**src/rtl/clk_div_multi_pkg.sv**
```systemverilog
// ============================================================================
// Module  : clk_div_multi_pkg
// Brief   : Shared constants and channel action encoding for clk_div_multi.
// Revision: 1.0 - initial release
// ============================================================================
`default_nettype none

package clk_div_multi_pkg;

  localparam int CNT_W_DEF   = 25;
  localparam int DIV_RST_DEF = 25000000;

  // Divisors for a 50 MHz board clock (period = 2*(div+1) cycles)
  localparam int DIV_1HZ     = 24999999;
  localparam int DIV_1KHZ    = 24999;
  localparam int DIV_100HZ   = 249999;

  typedef enum logic [1:0] {
    ACT_CLEAR = 2'd0,
    ACT_WRAP  = 2'd1,
    ACT_COUNT = 2'd2
  } chan_act_e;

  // Restart (sync_clr or disable) outranks the terminal-count wrap.
  function automatic chan_act_e chan_action(input logic en, input logic sync_clr,
                                            input logic term);
    if (sync_clr || !en) return ACT_CLEAR;
    else if (term)       return ACT_WRAP;
    else                 return ACT_COUNT;
  endfunction

endpackage

`default_nettype wire

```
**src/rtl/clk_div_multi_if.sv**
```systemverilog
// ============================================================================
// Module  : clk_div_multi_if
// Brief   : Control/divisor-write bus and divided outputs of clk_div_multi.
// Revision: 1.0 - initial release
// ============================================================================
`default_nettype none

interface clk_div_multi_if #(
  parameter int NCH   = 4,
  parameter int CNT_W = 25,
  parameter int CH_W  = 2
);
  logic [NCH-1:0]   en;
  logic             sync_clr;
  logic             wr_en;
  logic [CH_W-1:0]  wr_ch;
  logic [CNT_W-1:0] wr_div;
  logic [NCH-1:0]   clk_out;
  logic [NCH-1:0]   tick;

  modport master (
    output en, sync_clr, wr_en, wr_ch, wr_div,
    input  clk_out, tick
  );

  modport slave (
    input  en, sync_clr, wr_en, wr_ch, wr_div,
    output clk_out, tick
  );
endinterface

`default_nettype wire

```
**src/rtl/clk_div_multi_chan.sv**
```systemverilog
// ============================================================================
// Module  : clk_div_multi_chan
// Brief   : One divider channel: counter, shadow/active divisor, toggle, tick.
// Revision: 1.0 - initial release
// ============================================================================
`default_nettype none

module clk_div_multi_chan
  import clk_div_multi_pkg::*;
#(
  parameter int CNT_W   = CNT_W_DEF,
  parameter int DIV_RST = DIV_RST_DEF
) (
  input  wire logic             clk,
  input  wire logic             rst,
  input  wire logic             en,
  input  wire logic             sync_clr,
  input  wire logic             ld,
  input  wire logic [CNT_W-1:0] ld_val,
  output logic                  clk_out,
  output logic                  tick
);

  localparam logic [CNT_W-1:0] c_div_rst = CNT_W'(DIV_RST);

  logic [CNT_W-1:0] cnt_q, cnt_d;
  logic [CNT_W-1:0] shadow_q, shadow_d;
  logic [CNT_W-1:0] active_q, active_d;
  logic             clk_out_q, clk_out_d;
  logic             tick_q, tick_d;
  logic [CNT_W-1:0] w_reload;
  chan_act_e        w_act;

  always_comb begin
    // A write landing on a reload edge bypasses the shadow register.
    w_reload  = ld ? ld_val : shadow_q;
    w_act     = chan_action(en, sync_clr, cnt_q == active_q);
    shadow_d  = w_reload;
    cnt_d     = cnt_q;
    active_d  = active_q;
    clk_out_d = clk_out_q;
    tick_d    = tick_q;
    case (w_act)
      ACT_CLEAR: begin
        cnt_d     = '0;
        clk_out_d = 1'b0;
        tick_d    = 1'b0;
        active_d  = w_reload;
      end
      ACT_WRAP: begin
        cnt_d     = '0;
        clk_out_d = ~clk_out_q;
        tick_d    = 1'b1;
        active_d  = w_reload;
      end
      default: begin
        cnt_d     = cnt_q + 1'b1;
        tick_d    = 1'b0;
      end
    endcase
  end

  always_ff @(posedge clk or negedge rst) begin
    if (!rst) begin
      cnt_q     <= '0;
      shadow_q  <= c_div_rst;
      active_q  <= c_div_rst;
      clk_out_q <= 1'b0;
      tick_q    <= 1'b0;
    end else begin
      cnt_q     <= cnt_d;
      shadow_q  <= shadow_d;
      active_q  <= active_d;
      clk_out_q <= clk_out_d;
      tick_q    <= tick_d;
    end
  end

  assign clk_out = clk_out_q;
  assign tick    = tick_q;

endmodule

`default_nettype wire

```
**src/rtl/clk_div_multi.sv**
```systemverilog
// ============================================================================
// Module  : clk_div_multi
// Brief   : NCH-channel programmable 50%-duty divider with per-channel ticks.
// Revision: 1.0 - initial release
// ============================================================================
`default_nettype none

module clk_div_multi
  import clk_div_multi_pkg::*;
#(
  parameter int NCH     = 4,
  parameter int CNT_W   = CNT_W_DEF,
  parameter int CH_W    = 2,
  parameter int DIV_RST = DIV_RST_DEF
) (
  input  wire logic      clk,
  input  wire logic      rst,
  clk_div_multi_if.slave bus
);

  // Indices at or beyond NCH (possible when NCH < 2**CH_W) select nothing.
  logic w_wr_ok;
  assign w_wr_ok = bus.wr_en && (int'(bus.wr_ch) < NCH);

  for (genvar i = 0; i < NCH; i++) begin : g_chan
    logic w_ld;
    assign w_ld = w_wr_ok && (bus.wr_ch == CH_W'(i));

    clk_div_multi_chan #(
      .CNT_W   (CNT_W),
      .DIV_RST (DIV_RST)
    ) u_chan (
      .clk      (clk),
      .rst      (rst),
      .en       (bus.en[i]),
      .sync_clr (bus.sync_clr),
      .ld       (w_ld),
      .ld_val   (bus.wr_div),
      .clk_out  (bus.clk_out[i]),
      .tick     (bus.tick[i])
    );
  end

endmodule

`default_nettype wire

```
**src/flat_wrapper.sv**
```systemverilog
// flat-port wrapper written by rule: the top's interface ports become plain ports
module clk_div_multi_flat import clk_div_multi_pkg::*;
#(
  parameter int NCH     = 4,
  parameter int CNT_W   = CNT_W_DEF,
  parameter int CH_W    = 2,
  parameter int DIV_RST = DIV_RST_DEF
)
  (clk, rst, bus_en, bus_sync_clr, bus_wr_en, bus_wr_ch, bus_wr_div, bus_clk_out, bus_tick);
  clk_div_multi_if #(.NCH(NCH), .CNT_W(CNT_W), .CH_W(CH_W)) bus_i ();
  input  wire logic clk;
  input  wire logic rst;
  input wire logic [$bits(bus_i.en)-1:0] bus_en;
  input wire logic [$bits(bus_i.sync_clr)-1:0] bus_sync_clr;
  input wire logic [$bits(bus_i.wr_en)-1:0] bus_wr_en;
  input wire logic [$bits(bus_i.wr_ch)-1:0] bus_wr_ch;
  input wire logic [$bits(bus_i.wr_div)-1:0] bus_wr_div;
  output wire logic [$bits(bus_i.clk_out)-1:0] bus_clk_out;
  output wire logic [$bits(bus_i.tick)-1:0] bus_tick;
  assign bus_i.en = bus_en;
  assign bus_i.sync_clr = bus_sync_clr;
  assign bus_i.wr_en = bus_wr_en;
  assign bus_i.wr_ch = bus_wr_ch;
  assign bus_i.wr_div = bus_wr_div;
  assign bus_clk_out = bus_i.clk_out;
  assign bus_tick = bus_i.tick;
  clk_div_multi #(.NCH(NCH), .CNT_W(CNT_W), .CH_W(CH_W), .DIV_RST(DIV_RST)) u_core (.clk(clk), .rst(rst), .bus(bus_i));
endmodule
```
**config.mk**
```make
export PLATFORM = sky130hd
export DESIGN_NAME = clk_div_multi_flat
export DESIGN_NICKNAME = d
export VERILOG_FILES = /design/src/rtl/clk_div_multi_pkg.sv /design/src/rtl/clk_div_multi_if.sv /design/src/rtl/clk_div_multi_chan.sv /design/src/rtl/clk_div_multi.sv /design/src/flat_wrapper.sv
export SDC_FILE = /design/constraint.sdc
export NUM_CORES = 1
export LEC_CHECK = 0
export CAP_MARGIN = 5
export CORE_MARGIN = 3
export CORE_UTILIZATION = 65
export CTS_CLUSTER_DIAMETER = 200
export DETAILED_ROUTE_END_ITERATION = 10
export GPL_ROUTABILITY_DRIVEN = 0
export PLACE_DENSITY_LB_ADDON = 0.2
export SKIP_CTS_REPAIR_TIMING = 1
export SYNTH_ARGS = -nofsm -noshare
export SYNTH_HDL_FRONTEND = slang
export SYNTH_SLANG_ARGS = --single-unit
```
**constraint.sdc**
```tcl
create_clock -name clk -period 5.3 [get_ports clk]
set_input_delay 1.325 -clock clk [delete_from_list [all_inputs] [get_ports clk]]
set_output_delay 1.325 -clock clk [all_outputs]
set_load 0.02 [all_outputs]
```
Fig. 1: run 1, sizing map
The bar under the picture is 50 um long.
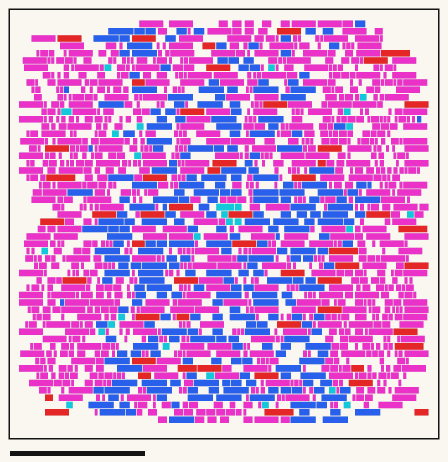
[red] x6 and larger | cells: 52 | share: 3.5%
[magenta] x1 and smaller | cells: 1111 | share: 76%
[blue] x2 | cells: 280 | share: 19%
[cyan] x3 and x4 | cells: 27 | share: 1.8%
setup slack after layout: 2.24 ns
Area growth syn-to-layout: 12.3%
number of buffers other than clock buffers in the final layout: 66
post-route cell area: 0.0170 mm2

Fig. 2: run 1, clock wiring as the flow saved it
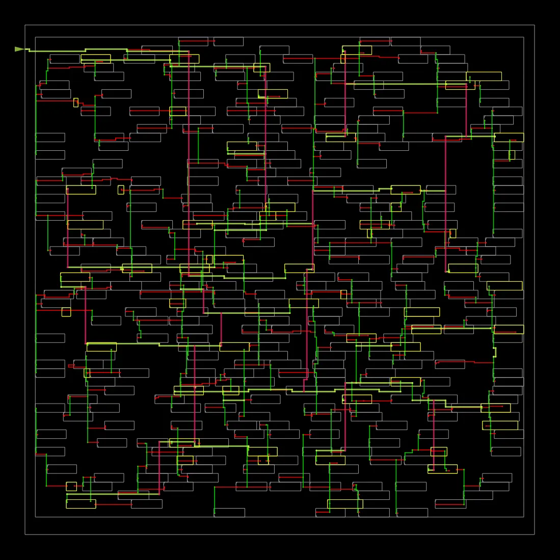
total clock buffers created by CTS: 34
number of sinks handled by clock tree synthesis: 308

==> out/results.env, run 1 <==
RUN_STATUS='complete, no violations'
DRT-WIRELENGTH-PER-CELL_UM=20.3
QUANTITY_OF_I_O_BUFFERS_INSERTED_ON_PORTS=42
YS_CELLS=1426
SLEW_HEADROOM_PCT=25.9
REPORT.FINAL.HOLD_VIOL_COUNT=0
FINISH.CELL_COUNT_WITHOUT_FILLERS=1783
WL_MET2_UM=17000
GRT_ANTENNA_BEFORE_REPAIR=0
POWER.STATIC_LEAKAGE_nW=7.07
REGTOREGSETUPSLACK_NS=2.49
MET1_LENGTH_UM=15900
GRT_UTIL_MET1_PCT=40.2
POSTSYNTHREGISTERBITS=308
MAX-CLOCK-PATH-BUFFERS=3
CRITICAL_PATH_BUF_INV_COUNT=1
CRITICAL_PATH.STARTPOINT_TYPE='input pin'
TOTAL_NUMBER_OF_WARNINGS_ACROSS_THE_STAGE_LOGS=28
CRIT_PATH_MAX_FANOUT=26
SYNTHTOPCELLSBYCOUNT='nor2_1, dfrtp_1, xor2_1'
TIMING_WORST_SETUP_PATH_TYPE='in -> reg'
DRTANTENNAVIOLNETS=0
POST_SYNTH.CELL_AREA_AVG_UM2=10.6
FLOORPLAN.IO_PINS=43
CP_TOP_FAMILY='simple AND/OR/NAND/NOR gates'
WORSTMARGINPINSLEW_NS=1.11
YS_AREA_MM2=0.0152
GLOBALROUTEOVERFLOWTOTAL=0
CTSROOTBUFFERMASTER='clkbuf_16'
TOTAL_POWER_mW=6.62
CRITPATHLAUNCH='bus_sync_clr'
TOPROUTINGLAYERUSED='met4'
UTILIZATION_OF_THE_CORE_AFTER_ROUTING_PCT=74.8
REG2REG_TO='u_core.g_chan[2].u_chan.active_q[10]'
P_SWITCHING_mW=1.75
WORST_R2R_STARTPOINT='u_core.g_chan[2].u_chan.active_q[9]'
GRT_FIRST_PASS_WIRELENGTH_UM=58300
LAYOUT-DRIVE-GT1-SHARE_PCT=24.4
CLOCK_GROUP_TOTAL_POWER_mW=2.56
CP-ENDPOINT='u_core.g_chan[3].u_chan.active_q[21]'
FLOORPLAN.DIE_AREA_MM2=0.0252
PWR-SHARE-COMB_PCT=15.5
CLOCK.LATENCY.LATE_PIN_NS=0.52
FIN_CRIT_NS=3.06
PLACEMENTROWS=55
GRT_PASS1_VIAS=10800
CLOCKPOWERSHARE_PCT=38.7
ENABLE_FLOP_CELLS=0
SYNTH_ASYNC_SR_FLOP_SHARE_PCT=100
ANTENNA_DIODE_COUNT=0
WORST-R2R-CELL-COUNT=5
FLOP_CELL='dfrtp_1'
CRITPATHARRIVALTIME_NS=3.51
CP_CELL_SEQUENCE='clkdlybuf4s50_1 -> nand2b_1 -> nor2_1 -> a21oi_1 -> o221a_2'
SYNTH-SEQ-AREA-SHARE_PCT=51.6
SYNTH.MUX.AREA_FRACTION_PCT=7.68
FINAL.SETUP.TNS_NS=0
DRT_FIRST_ITER_VIOLATIONS=991
SEQUENTIALPOWERSHARE_PCT=45.8
SYNTH.CELLMIX.COMPOUNDSHARE_PCT=11.0
SYNTHDOMINANTCELLAREASHARE_PCT=34.9
MET2_TRACK_DEMAND_OVER_RESOURCE_IN_GLOBAL_ROUTING_PCT=44.5
HOLD-PATH-CELL-COUNT=1
POSTSYNTHCELLCOUNT=1426
GR_UTIL_ALL_LAYERS_PCT=28.4
POST_SYNTH_MAIN_LOGIC_FAMILY='simple AND/OR/NAND/NOR gates'
WORSTPATHREQUIRED_NS=5.75
CRITICAL_PATH.SLOWEST_CELL='nand2b_1'
WORST_HOLD_STARTPOINT='u_core.g_chan[3].u_chan.cnt_q[0]'
REPORT.FINAL.SLEW_VIOL_COUNT=0
WORST_HOLD_PATH.ENDPOINT='u_core.g_chan[3].u_chan.cnt_q[0]'
NETSWITCHINGFRACTION_PCT=26.4
POWER.COMBINATIONAL.TOTAL_mW=1.03
POWER_DENSITY_mW_PER_MM2=388
FLOORPLAN.CORE_UTIL_PCT=66.7
DPL.HPWL_UM=23000
GR-MAX-USAGE-LAYER='met2'
POST_SYNTHESIS_CELL_AREA_MM2=0.0152
NETLIST.TOP_CELL.BY_AREA='dfrtp_1'
POST-ROUTE-DRC-COUNT=0
YOSYS.AREA_SHARE.ADDER_PCT=0.330
CPPEAKSTAGEDELAY_NS=0.90
Fig. 3: run 1, M4 wires
Supply wires on this layer in gray.
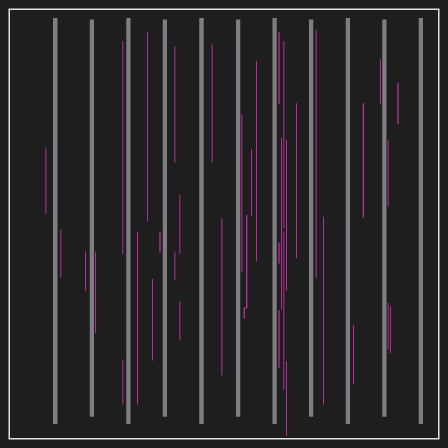
wire length on this layer: 1440 um
nets with wire on the layer: 28
main direction: vertical
share of all routed wire: 4.0%
number of vias after detailed routing: 11100
Detailed Route WL: 36200 um

run 1: state kept, by name (all words and copies together), names as in the netlist:
register and flops:
u_core.g_chan.u_chan.tick 4, u_core.g_chan.u_chan.cnt_q 100, u_core.g_chan.u_chan.active_q 100, u_core.g_chan.u_chan.clk_out 4
u_core.g_chan.u_chan.shadow_q 100
run 1: worst reg2reg max path, stage by stage, from the launching register on:
cell and delay (ns):
dfrtp_1 0.44, xor2_1 0.19, nor4_1 0.47, nand4_1 0.24
or3_1 0.87, o221a_2 0.49
run 1: area by class of cell:
cell class | instances | area (um2)
Clock buffer | 45 | 983
Tap cell | 313 | 392
Timing Repair Buffer | 66 | 618
Clock inverter | 16 | 244
Fill cell | 1521 | 5730
Inverter | 10 | 37.5
Sequential cell | 308 | 7830
Multi-Input combinational cell | 1025 | 6940
==> inputs of run 2 (changes only) <==
Settings changed: CORE_UTILIZATION 65 to 62.
Clock period 5.3 ns to 3.1 ns, I/O delays scaled along.
Fig. 4: run 2, clock wiring as the flow saved it
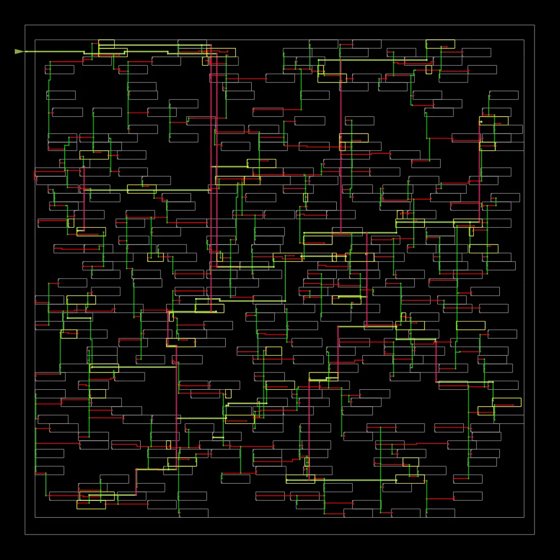
number of clock buffers in the layout: 48
number of sequential cells: 308
later-pin clock latency in the skew report: 0.56 ns
worst clock skew: 0.00623 ns

Fig. 5: run 2, where the registers sit
Other sequential cells in the stronger gray, the rest of the logic in the fainter gray.
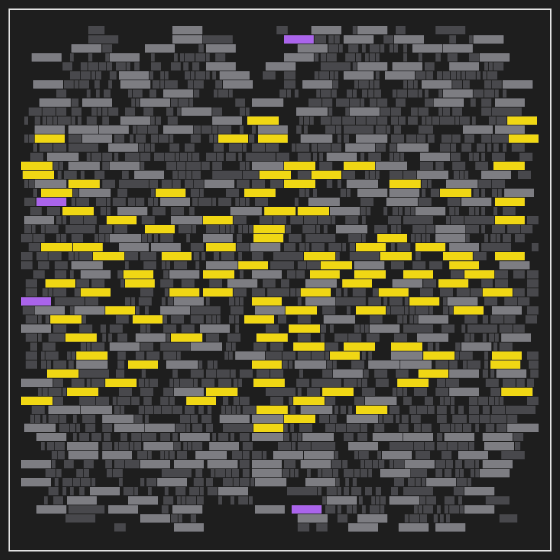
[yellow] u_core.g_chan.u_chan.shadow_q | placed flops: 100
[purple] u_core.g_chan.u_chan.tick | placed flops: 4

==> run 2 against run 1 <==
- design area about the same
- combinational power increased by 72%
- synthesized cell count is the same
- cell count grew 1.1%
- die size grew 4.7%
- sequential share of layout area barely moved
- global-route usage shrank 0.20 points
- critical path depth up 1
- sequential power increased by 71%
- total power is 61% higher
- count of clock-buffer cells in the layout increased by 3
- worst hold slack got worse by 0.47 ns
- critical path type is now reg -> reg
- largest cell class unchanged
- largest power group unchanged
- highest routed layer unchanged
==> out/results.env, run 2 <==
RUN_STATUS='complete, no violations'
TOPROUTINGLAYERUSED='met4'
PLACEMENTROWS=56  # +1.8%
SYNTH.CELLMIX.COMPOUNDSHARE_PCT=11.0  # unchanged
GRT_ANTENNA_BEFORE_REPAIR=1  # +1
POST-ROUTE-DRC-COUNT=0  # unchanged
CRITPATHLAUNCH='u_core.g_chan[2].u_chan.active_q[4]'
FINAL.SETUP.TNS_NS=0  # unchanged
POWER.COMBINATIONAL.TOTAL_mW=1.77  # +72%
REG2REG_TO='u_core.g_chan[2].u_chan.active_q[17]'
TOP_REGS='u_core.g_chan.u_chan.active_q: 100 flops, u_core.g_chan.u_chan.cnt_q: 100 flops, u_core.g_chan.u_chan.shadow_q: 100 flops'
DPL.HPWL_UM=23500  # +2.4%
SEQUENTIALPOWERSHARE_PCT=48.4  # +2.6 points
POWER.STATIC_LEAKAGE_nW=7.08  # about the same
DRT-WIRELENGTH-PER-CELL_UM=20.4  # +0.22%
WORSTMARGINPINSLEW_NS=0.798  # -0.313 ns
WL_MET2_UM=17500  # +2.4%
LAYOUT-DRIVE-GT1-SHARE_PCT=24.9  # +0.44 points
POST_SYNTH_MAIN_LOGIC_FAMILY='simple AND/OR/NAND/NOR gates'
WORST-R2R-CELL-COUNT=6  # +1
SLEW_HEADROOM_PCT=46.6  # +21 points
REPORT.FINAL.SLEW_VIOL_COUNT=0  # unchanged
SYNTH_ASYNC_SR_FLOP_SHARE_PCT=100  # unchanged
REGTOREGSETUPSLACK_NS=0.58  # -1.91 ns
FLOORPLAN.CORE_UTIL_PCT=63.9  # -2.7 points
NETSWITCHINGFRACTION_PCT=27.2  # +0.81 points
CP_CELL_SEQUENCE='xor2_1 -> nor4_1 -> nand4_1 -> or3_1 -> buf_4 -> o221a_2'
POST_SYNTH.CELL_AREA_AVG_UM2=10.6  # unchanged
YS_CELLS=1426  # unchanged
SYNTH.MUX.AREA_FRACTION_PCT=7.68  # unchanged
SYNTHTOPCELLSBYCOUNT='nor2_1, dfrtp_1, xor2_1'
TIMING_WORST_SETUP_PATH_TYPE='reg -> reg'
SYNTH-SEQ-AREA-SHARE_PCT=51.6  # unchanged
CLOCKPOWERSHARE_PCT=35.0  # -3.7 points
ENABLE_FLOP_CELLS=0  # unchanged
GR_UTIL_ALL_LAYERS_PCT=28.2  # -0.20 points
YOSYS.AREA_SHARE.ADDER_PCT=0.330  # unchanged
UTILIZATION_OF_THE_CORE_AFTER_ROUTING_PCT=71.7  # -3.1 points
GRT_UTIL_MET1_PCT=40.6  # +0.36 points
NUMCTSBUFFERS=31  # -8.8%
ANTENNA_DIODE_COUNT=0  # unchanged
CLOCK_SINKS=308  # unchanged
WORSTPATHREQUIRED_NS=3.54  # -2.21 ns
GR-MAX-USAGE-LAYER='met2'
SYN2LAYOUT_AREA_GROWTH_PCT=12.2  # about the same
REPORT.FINAL.HOLD_VIOL_COUNT=0  # unchanged
TOTAL_NUMBER_OF_WARNINGS_ACROSS_THE_STAGE_LOGS=26  # -7.1%
DRTANTENNAVIOLNETS=0  # unchanged
CRIT_PATH_MAX_FANOUT=13  # -50%
CP-ENDPOINT='u_core.g_chan[2].u_chan.active_q[17]'
CPPEAKSTAGEDELAY_NS=0.55  # -0.35 ns
DRT_FIRST_ITER_VIOLATIONS=1115  # +13%
SYNTHDOMINANTCELLAREASHARE_PCT=34.9  # unchanged
FLOORPLAN.DIE_AREA_MM2=0.0264  # +4.7%
WL_UM=36700  # +1.3%
CLOCK_GROUP_TOTAL_POWER_mW=3.74  # +46%
GRT_PASS1_VIAS=11200  # +3.7%
==> run 2: cell counts after synthesis <==
No cell type changed its count.
==> run 2: critical path: cells and delay by family, from the launching register on <==
kind	cells	cell delay [ns]
AND/OR/NAND/NOR	3	1.26
XOR/XNOR	1	0.18
AND-OR/OR-AND	1	0.28
buffers and inverters	1	0.25
flip-flops	1	0.43
==> run 2: layout make-up <==
cell class                      instances  area [um2]
Clock inverter                          9        70.1
Tap cell                              319         399
Fill cell                            1725        6720
Timing Repair Buffer                   84         803
Sequential cell                       308        7830
Inverter                               10        37.5
Multi-Input combinational cell       1025        6940
Clock buffer                           48         951
==> inputs of run 3 (changes only) <==
Settings changed: CORE_UTILIZATION 62 to 56.
Clock period 3.1 ns to 2.2 ns, I/O delays scaled along.
Fig. 6: run 3, clock wiring as the flow saved it
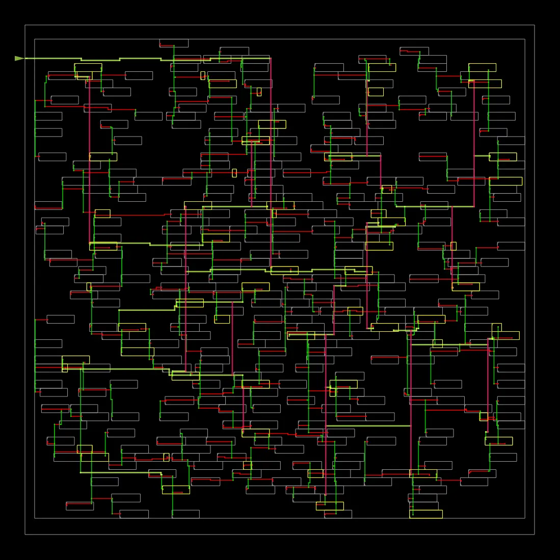
later-pin clock latency in the skew report: 0.52 ns
clock group total power: 6.00 mW
worst clock skew: 0.0193 ns

Fig. 7: run 3, sizing map
The bar under the picture is 50 um long.
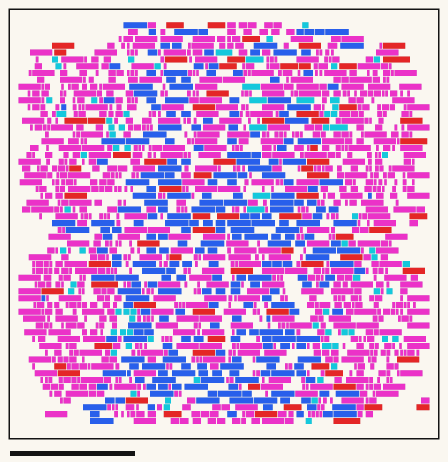
[cyan] x3 and x4 | cells: 74 | share: 4.8%
[blue] x2 | cells: 275 | share: 18%
[red] x6 and larger | cells: 73 | share: 4.8%
[magenta] x1 and smaller | cells: 1107 | share: 72%
post-route cell area: 0.0179 mm2
setup slack after layout: 0.0568 ns
Area growth syn-to-layout: 17.8%
number of buffers other than clock buffers in the final layout: 125

==> run 3 against run 2 <==
- worst hold slack gained 0.49 ns
- clock power increased by about 60%
- design area rose by 5.0%
- synthesized area is the same
- critical path type unchanged
- largest cell class unchanged
==> out/results.env, run 3 <==
RUN_STATUS='complete, no violations'
SYNTHTOPCELLSBYCOUNT='nor2_1, dfrtp_1, xor2_1'
WORSTPATHREQUIRED_NS=2.60  # -0.94 ns
REGTOREGSETUPSLACK_NS=0.06  # -0.52 ns
TOPROUTINGLAYERUSED='met4'
UTILIZATION_OF_THE_CORE_AFTER_ROUTING_PCT=67.9  # -3.8 points
SYNTH_ASYNC_SR_FLOP_SHARE_PCT=100  # unchanged
SYNTHDOMINANTCELLAREASHARE_PCT=34.9  # unchanged
GRT_ANTENNA_BEFORE_REPAIR=0  # -1
REPORT.FINAL.HOLD_VIOL_COUNT=0  # unchanged
GR_UTIL_ALL_LAYERS_PCT=25.6  # -2.6 points
DPL.HPWL_UM=24100  # +2.6%
WORSTMARGINPINSLEW_NS=0.458  # -0.341 ns
WL_MET2_UM=17000  # -2.4%
CPPEAKSTAGEDELAY_NS=0.43  # -0.12 ns
CRITPATHLAUNCH='u_core.g_chan[2].u_chan.active_q[4]'
REG2REG_TO='u_core.g_chan[2].u_chan.active_q[3]'
FLOORPLAN.DIE_AREA_MM2=0.0291  # +10%
WORST-PATH-STAGES=6  # unchanged
CP_CELL_SEQUENCE='xor2_1 -> nor4_2 -> nand4_1 -> or3_1 -> buf_4 -> o221a_2'
GRT_UTIL_MET1_PCT=37.4  # -3.2 points
GRT_PASS1_VIAS=10900  # -2.5%
CLOCK_SINKS=308  # unchanged
CRITICAL_PATH_BUF_INV_COUNT=1  # unchanged
CRIT_PATH_MAX_FANOUT=14  # +1
WORST-R2R-CELL-COUNT=6  # unchanged
POST-ROUTE-DRC-COUNT=0  # unchanged
GR-MAX-USAGE-LAYER='met2'
DRTANTENNAVIOLNETS=0  # unchanged
ENABLE_FLOP_CELLS=0  # unchanged
SLEW_HEADROOM_PCT=69.4  # +23 points
TIMING_WORST_SETUP_PATH_TYPE='reg -> reg'
FLOORPLAN.CORE_UTIL_PCT=57.6  # -6.3 points
TOP_REGS='u_core.g_chan.u_chan.active_q: 100 flops, u_core.g_chan.u_chan.cnt_q: 100 flops, u_core.g_chan.u_chan.shadow_q: 100 flops'
TOTAL_NUMBER_OF_WARNINGS_ACROSS_THE_STAGE_LOGS=27  # +3.8%
REPORT.FINAL.SLEW_VIOL_COUNT=0  # unchanged
POWER.STATIC_LEAKAGE_nW=7.48  # +5.7%
YS_AREA_MM2=0.0152
DRT_FIRST_ITER_VIOLATIONS=1081  # -3.0%
CP_TOP_FAMILY='simple AND/OR/NAND/NOR gates'
ANTENNA_DIODE_COUNT=0  # unchanged
CRITICAL_PATH.SLOWEST_CELL='dfrtp_1'
WL_UM=37000  # +0.85%
CP-ENDPOINT='u_core.g_chan[2].u_chan.active_q[3]'
NUMCTSBUFFERS=34  # +9.7%
PLACEMENTROWS=59  # +5.4%
SYNTH-SEQ-AREA-SHARE_PCT=51.6  # unchanged
FINAL.SETUP.TNS_NS=0  # unchanged
LAYOUT-DRIVE-GT1-SHARE_PCT=27.6  # +2.7 points
POST_SYNTH.CELL_AREA_AVG_UM2=10.6  # unchanged
==> run 3: logic make-up (layout without fill, tap and decap cells) <==
family,after synthesis,in the layout,synth area share (%)
buf+inv,93,196,2.96
mux,104,104,7.68
compound gates,208,208,11.0
simple gates,517,517,15.4
xor+xnor,192,192,11.1
fa+ha+maj,4,4,0.330
flops,308,308,51.6
==> run 3: final cells by class <==
class,instances,area [um2]
clock buffer,48,1000
clock inverter,13,181
fill,2019,8470
inverter,10,37.5
multi-input combinational,1025,7050
sequential,308,7830
tap,335,419
timing repair buffer,125,1360
==> run 3: report_power, final <==
part / switching (mW) / internal (mW) / total (mW)
sequential: 0.604 / 6.69 / 7.30
clock: 2.33 / 3.67 / 6.00
combinational: 1.33 / 1.29 / 2.62
total: 4.27 / 11.6 / 15.9
Power and IR drop assume default switching activity.
